### Supply network

Scale bar: 50 microns. Pins as bars on the die edge. Tap cells in grey.
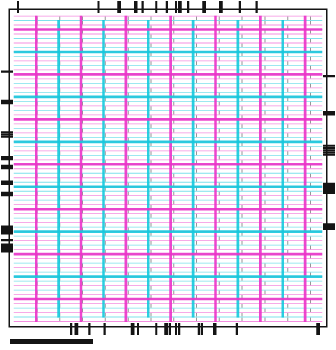
### Placement by cell class

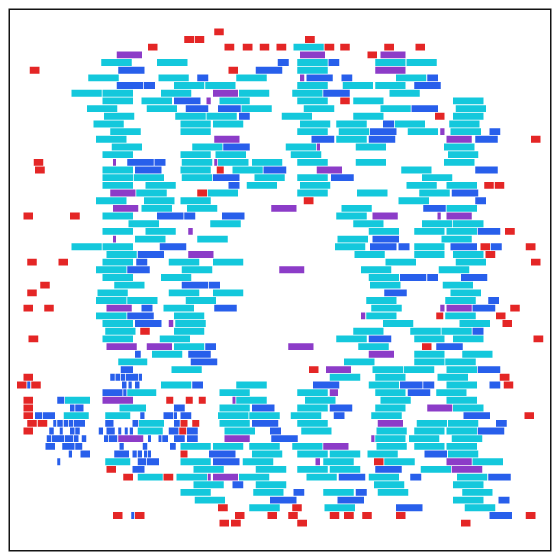
### Clock distribution

Scale bar: 50 microns.
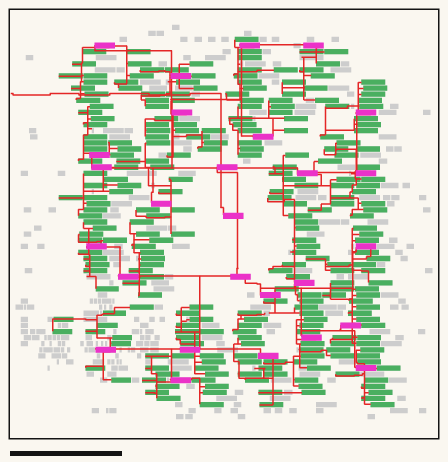
### Signal wires by layer

Scale bar: 50 microns. Only two layers are drawn.
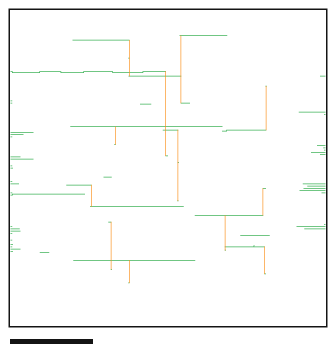
`src/rtl/fifo_pkg.sv`:
```
// Shared helpers for flow_fifo: pointer wrap arithmetic and parameter sanity checks.
package fifo_pkg;

    // Advance a pointer by one, wrapping at an arbitrary (not necessarily power-of-two) depth.
    function automatic int unsigned ptrInc(input int unsigned ptr, input int unsigned depth);
        return (ptr == depth - 1) ? 0 : ptr + 1;
    endfunction

    function automatic bit paramsOk(input int unsigned depth,
                                    input int unsigned almostFullThresh,
                                    input int unsigned almostEmptyThresh);
        return (depth >= 2) &&
               (almostFullThresh >= 1) && (almostFullThresh <= depth) &&
               (almostEmptyThresh <= depth - 1);
    endfunction

endpackage

```
`src/rtl/fifo_mem.sv`:
```
// Storage array for flow_fifo: one synchronous write port, one asynchronous read port.
module fifo_mem #(
    parameter int unsigned DataWidth = 32,
    parameter int unsigned Depth     = 8,
    parameter int unsigned AddrWidth = $clog2(Depth)
) (
    input  logic                 clk,
    input  logic                 we,
    input  logic [AddrWidth-1:0] waddr,
    input  logic [DataWidth-1:0] wdata,
    input  logic [AddrWidth-1:0] raddr,
    output logic [DataWidth-1:0] rdata
);

    logic [DataWidth-1:0] mem [Depth];

    // Intentionally no reset: contents are only meaningful behind the pointers.
    always_ff @(posedge clk) begin
        if (we) begin
            mem[waddr] <= wdata;
        end
    end

    assign rdata = mem[raddr];

endmodule

```
`src/rtl/flow_fifo.sv`:
```
// Synchronous valid/ready FIFO with occupancy count, threshold flags and synchronous flush.
module flow_fifo
    import fifo_pkg::*;
#(
    parameter int unsigned DataWidth         = 32,
    parameter int unsigned Depth             = 8,
    parameter int unsigned AlmostFullThresh  = Depth - 1,
    parameter int unsigned AlmostEmptyThresh = 1,
    localparam int unsigned PtrWidth         = $clog2(Depth),
    localparam int unsigned CntWidth         = $clog2(Depth + 1)
) (
    input  logic                 clk,
    input  logic                 rstN,
    input  logic                 flush,
    input  logic                 wrValid,
    output logic                 wrReady,
    input  logic [DataWidth-1:0] wrData,
    output logic                 rdValid,
    input  logic                 rdReady,
    output logic [DataWidth-1:0] rdData,
    output logic [CntWidth-1:0]  count,
    output logic                 full,
    output logic                 empty,
    output logic                 almostFull,
    output logic                 almostEmpty
);

    if (!paramsOk(Depth, AlmostFullThresh, AlmostEmptyThresh)) begin : gBadParams
        $error("flow_fifo: Depth must be >= 2 and thresholds must lie within range");
    end

    logic [PtrWidth-1:0] wrPtrQ, wrPtrD;
    logic [PtrWidth-1:0] rdPtrQ, rdPtrD;
    logic [CntWidth-1:0] countQ, countD;
    logic                wrAcc, rdAcc;

    assign full        = (countQ == CntWidth'(Depth));
    assign empty       = (countQ == '0);
    assign almostFull  = (countQ >= CntWidth'(AlmostFullThresh));
    assign almostEmpty = (countQ <= CntWidth'(AlmostEmptyThresh));
    assign count       = countQ;

    assign wrReady = ~full;
    assign rdValid = ~empty;
    assign wrAcc   = wrValid & wrReady;
    assign rdAcc   = rdValid & rdReady;

    always_comb begin
        wrPtrD = wrPtrQ;
        rdPtrD = rdPtrQ;
        countD = countQ;
        if (flush) begin
            // Flush wins over any accept presented in the same cycle.
            wrPtrD = '0;
            rdPtrD = '0;
            countD = '0;
        end else begin
            if (wrAcc) begin
                wrPtrD = PtrWidth'(ptrInc(int'(wrPtrQ), Depth));
            end
            if (rdAcc) begin
                rdPtrD = PtrWidth'(ptrInc(int'(rdPtrQ), Depth));
            end
            unique case ({wrAcc, rdAcc})
                2'b10:   countD = countQ + 1'b1;
                2'b01:   countD = countQ - 1'b1;
                default: countD = countQ;
            endcase
        end
    end

    always_ff @(posedge clk or negedge rstN) begin
        if (!rstN) begin
            wrPtrQ <= '0;
            rdPtrQ <= '0;
            countQ <= '0;
        end else begin
            wrPtrQ <= wrPtrD;
            rdPtrQ <= rdPtrD;
            countQ <= countD;
        end
    end

    fifo_mem #(
        .DataWidth (DataWidth),
        .Depth     (Depth),
        .AddrWidth (PtrWidth)
    ) uMem (
        .clk   (clk),
        .we    (wrAcc & ~flush),
        .waddr (wrPtrQ),
        .wdata (wrData),
        .raddr (rdPtrQ),
        .rdata (rdData)
    );

endmodule

```
`config.mk`:
```
export PLATFORM = sky130hd
export DESIGN_NAME = flow_fifo
export DESIGN_NICKNAME = d
export VERILOG_FILES = /design/src/rtl/fifo_pkg.sv /design/src/rtl/fifo_mem.sv /design/src/rtl/flow_fifo.sv
export SDC_FILE = /design/constraint.sdc
export NUM_CORES = 1
export LEC_CHECK = 0
export CAP_MARGIN = 20
export CORE_MARGIN = 2
export CORE_UTILIZATION = 30
export DETAILED_ROUTE_END_ITERATION = 6
export GPL_ROUTABILITY_DRIVEN = 1
export SYNTH_ARGS = -nofsm -noshare
export SYNTH_HDL_FRONTEND = slang
export SYNTH_HIERARCHICAL = 1
export SYNTH_SLANG_ARGS = --single-unit
```
`constraint.sdc`:
```
create_clock -name clk -period 8.45 [get_ports clk]
set_input_delay 0.845 -clock clk [delete_from_list [all_inputs] [get_ports clk]]
set_output_delay 0.845 -clock clk [all_outputs]
set_load 0.01 [all_outputs]
```
==> reports/metrics.csv <==
stage,metric,value,unit
status,outcome,"finished, final reports clean",
logic_synthesis,Largest type area fraction,73.0,%
cells_and_area,Multi-input comb cells,165,
worst_setup_path,worst path bufs/invs,2,
worst_setup_path,CP Cell Sequence,buf_4 -> mux4_1 -> mux2_2 -> clkdlybuf4s50_1,
cells_and_area,Clock-cell share,6.88,%
global_route,GR peak layer,met2,
worst_setup_path,R2R cell count,8,
detailed_routing,DR vias/cell,4.70,
clock_network,CTS root buffer,clkbuf_16,
clock_network,Worst-path clk slew,60,ps
cells_and_area,register area,7950,sq um
pwr,leakage,4.01,nW
cells_and_area,Final Util,36.8,%
cells_and_area,Buffers excl. clock,87,
cells_and_area,top cell category,sequential cells,
global_route,overall routing resource usage,11.6,%
worst_setup_path,crit-path max FO,48,
pwr,pwr/cell area,249,nW/um^2
final_timing,Final Setup Violations,0,
worst_setup_path,"reg-to-reg slack, setup",5290,ps
logic_synthesis,Synth cell types,34,
cells_and_area,clkbuf count,31,
final_timing,Tmin final,4250,ps
logic_synthesis,synthesized instance count,459,
logic_synthesis,area fraction in compound gates,0.927,%
global_route,M2 GR Usage,20.4,%
worst_setup_path,Setup crit end,rdData[14],
place,post-DP HPWL,11.4,mm
clock_network,CTS tree,done,
cells_and_area,Gate Area,2460,sq um
floorplanning,FP Rows,68,
cells_and_area,Area Overhead vs Synth,20.8,%
logic_synthesis,commonest cells in the netlist,"256 x edfxtp_1, 40 x mux4_1, 32 x mux2_2, 24 x mux4_2, 11 x nand2_1",
worst_setup_path,Critical Path Stages,4,
cells_and_area,Comb/total area,19.3,%
cells_and_area,Finished Layout Cells,1025,
clock_network,Sink Count,266,
final_timing,RSZ-0062 raised after global routing,false,
worst_setup_path,FF-to-FF Start,count[0],
place,I/O Buffers,78,
cells_and_area,Flop Count,266,
pwr,maximum VDD drop,0.132,mV
cells_and_area,Reg with most FFs,uMem/mem,
pwr,P_seq,1.52,mW
logic_synthesis,Synth Seq Share,75.4,%
cells_and_area,# diodes,0,
clock_network,hold buffer count at cts,0,
place,Placed Area,11800,sq um
floorplanning,die width,191,microns
detailed_routing,met3 wire length,819,microns
pwr,comb pwr,0.484,mW
final_timing,final worst slack,4200,ps
job,max_cap viols,0,
final_timing,Slew HR,29.3,%
cells_and_area,fraction of layout cells with a size suffix above 1,20.9,%
worst_setup_path,Worst Path Arrival,3410,ps
cells_and_area,count of non-CTS inverters in the layout,4,
logic_synthesis,most frequent cell after synthesis,edfxtp_1,
clock_network,clock buffer depth,3,
logic_synthesis,Synth Net Count,503,
place,post-place setup slack,4650,ps
hold_path,Hold Startpoint,wrPtrQ[2],
detailed_routing,starting DRC count in detailed routing,242,
logic_synthesis,"Top FF cell, synth",edfxtp_1,
global_route,Congestion Overflow GR,0,
detailed_routing,First-pass DRT Iterations,4,
global_route,first-pass GRT wire length,31.6,mm
pwr,Top pwr grp,sequential cells,
global_route,initial antenna violation count,0,
logic_synthesis,Top non-seq family,multiplexers,
cells_and_area,Nets,595,
detailed_routing,Max Used Layer,met4,
final_timing,total negative slack,0,ps
final_timing,Setup Skew,8.31,ps
Notes on 'Supply network' above:
VDD: shown in cyan. VSS: shown in magenta.
The core has 68 rows. 13 straps on met4. 69 met1 rails follow the rows.

Notes on 'Placement by cell class' above:
clock drivers and dummy loads: shown in purple, cells 48, share of their area 7.2%. other buffers and delay cells: shown in red, cells 87, share of their area 7.0%. all other logic: shown in blue, cells 169, share of their area 20%. flip-flops: shown in cyan, cells 266, share of their area 65%.

Notes on 'Clock distribution' above:
flip-flops: shown in green, count 266. clock wires: shown in red, length 2820 microns. cells driving clock nets: shown in magenta, count 27.
Position of the flops: widely spread. There are 28 routed clock nets.

Notes on 'Signal wires by layer' above:
met3: shown in green, wire length 819 microns. met4: shown in orange, wire length 303 microns.
wire per inst: 20.5 microns
WL final: 21.0 mm
detailed-route via count: 4813

-- cells in the final DEF (no fill, tap or decap), types with 2 or more instances in the layout --
| cell type | n |
|---|---|
| edfxtp_1 | 256 |
| clkdlybuf4s50_1 | 78 |
| mux4_1 | 40 |
| mux2_2 | 32 |
| clkbuf_16 | 27 |
| mux4_2 | 24 |
| nand2_1 | 11 |
| a21oi_1 | 9 |
| buf_4 | 9 |
| clkinv_2 | 8 |
| ha_1 | 7 |
| dfrtp_1 | 7 |
| nand3_1 | 6 |
| nor2_4 | 6 |
| nor3_1 | 5 |
| inv_1 | 4 |
| bufinv_16 | 4 |
| clkinv_1 | 4 |
| clkbuf_1 | 4 |
| nand2b_1 | 3 |
| nor2_1 | 2 |
| or3_1 | 2 |
| a311oi_1 | 2 |
| dfrtp_4 | 2 |
| nor3_2 | 2 |
Power figures rest on the tool's default switching activity, not on a simulated workload.
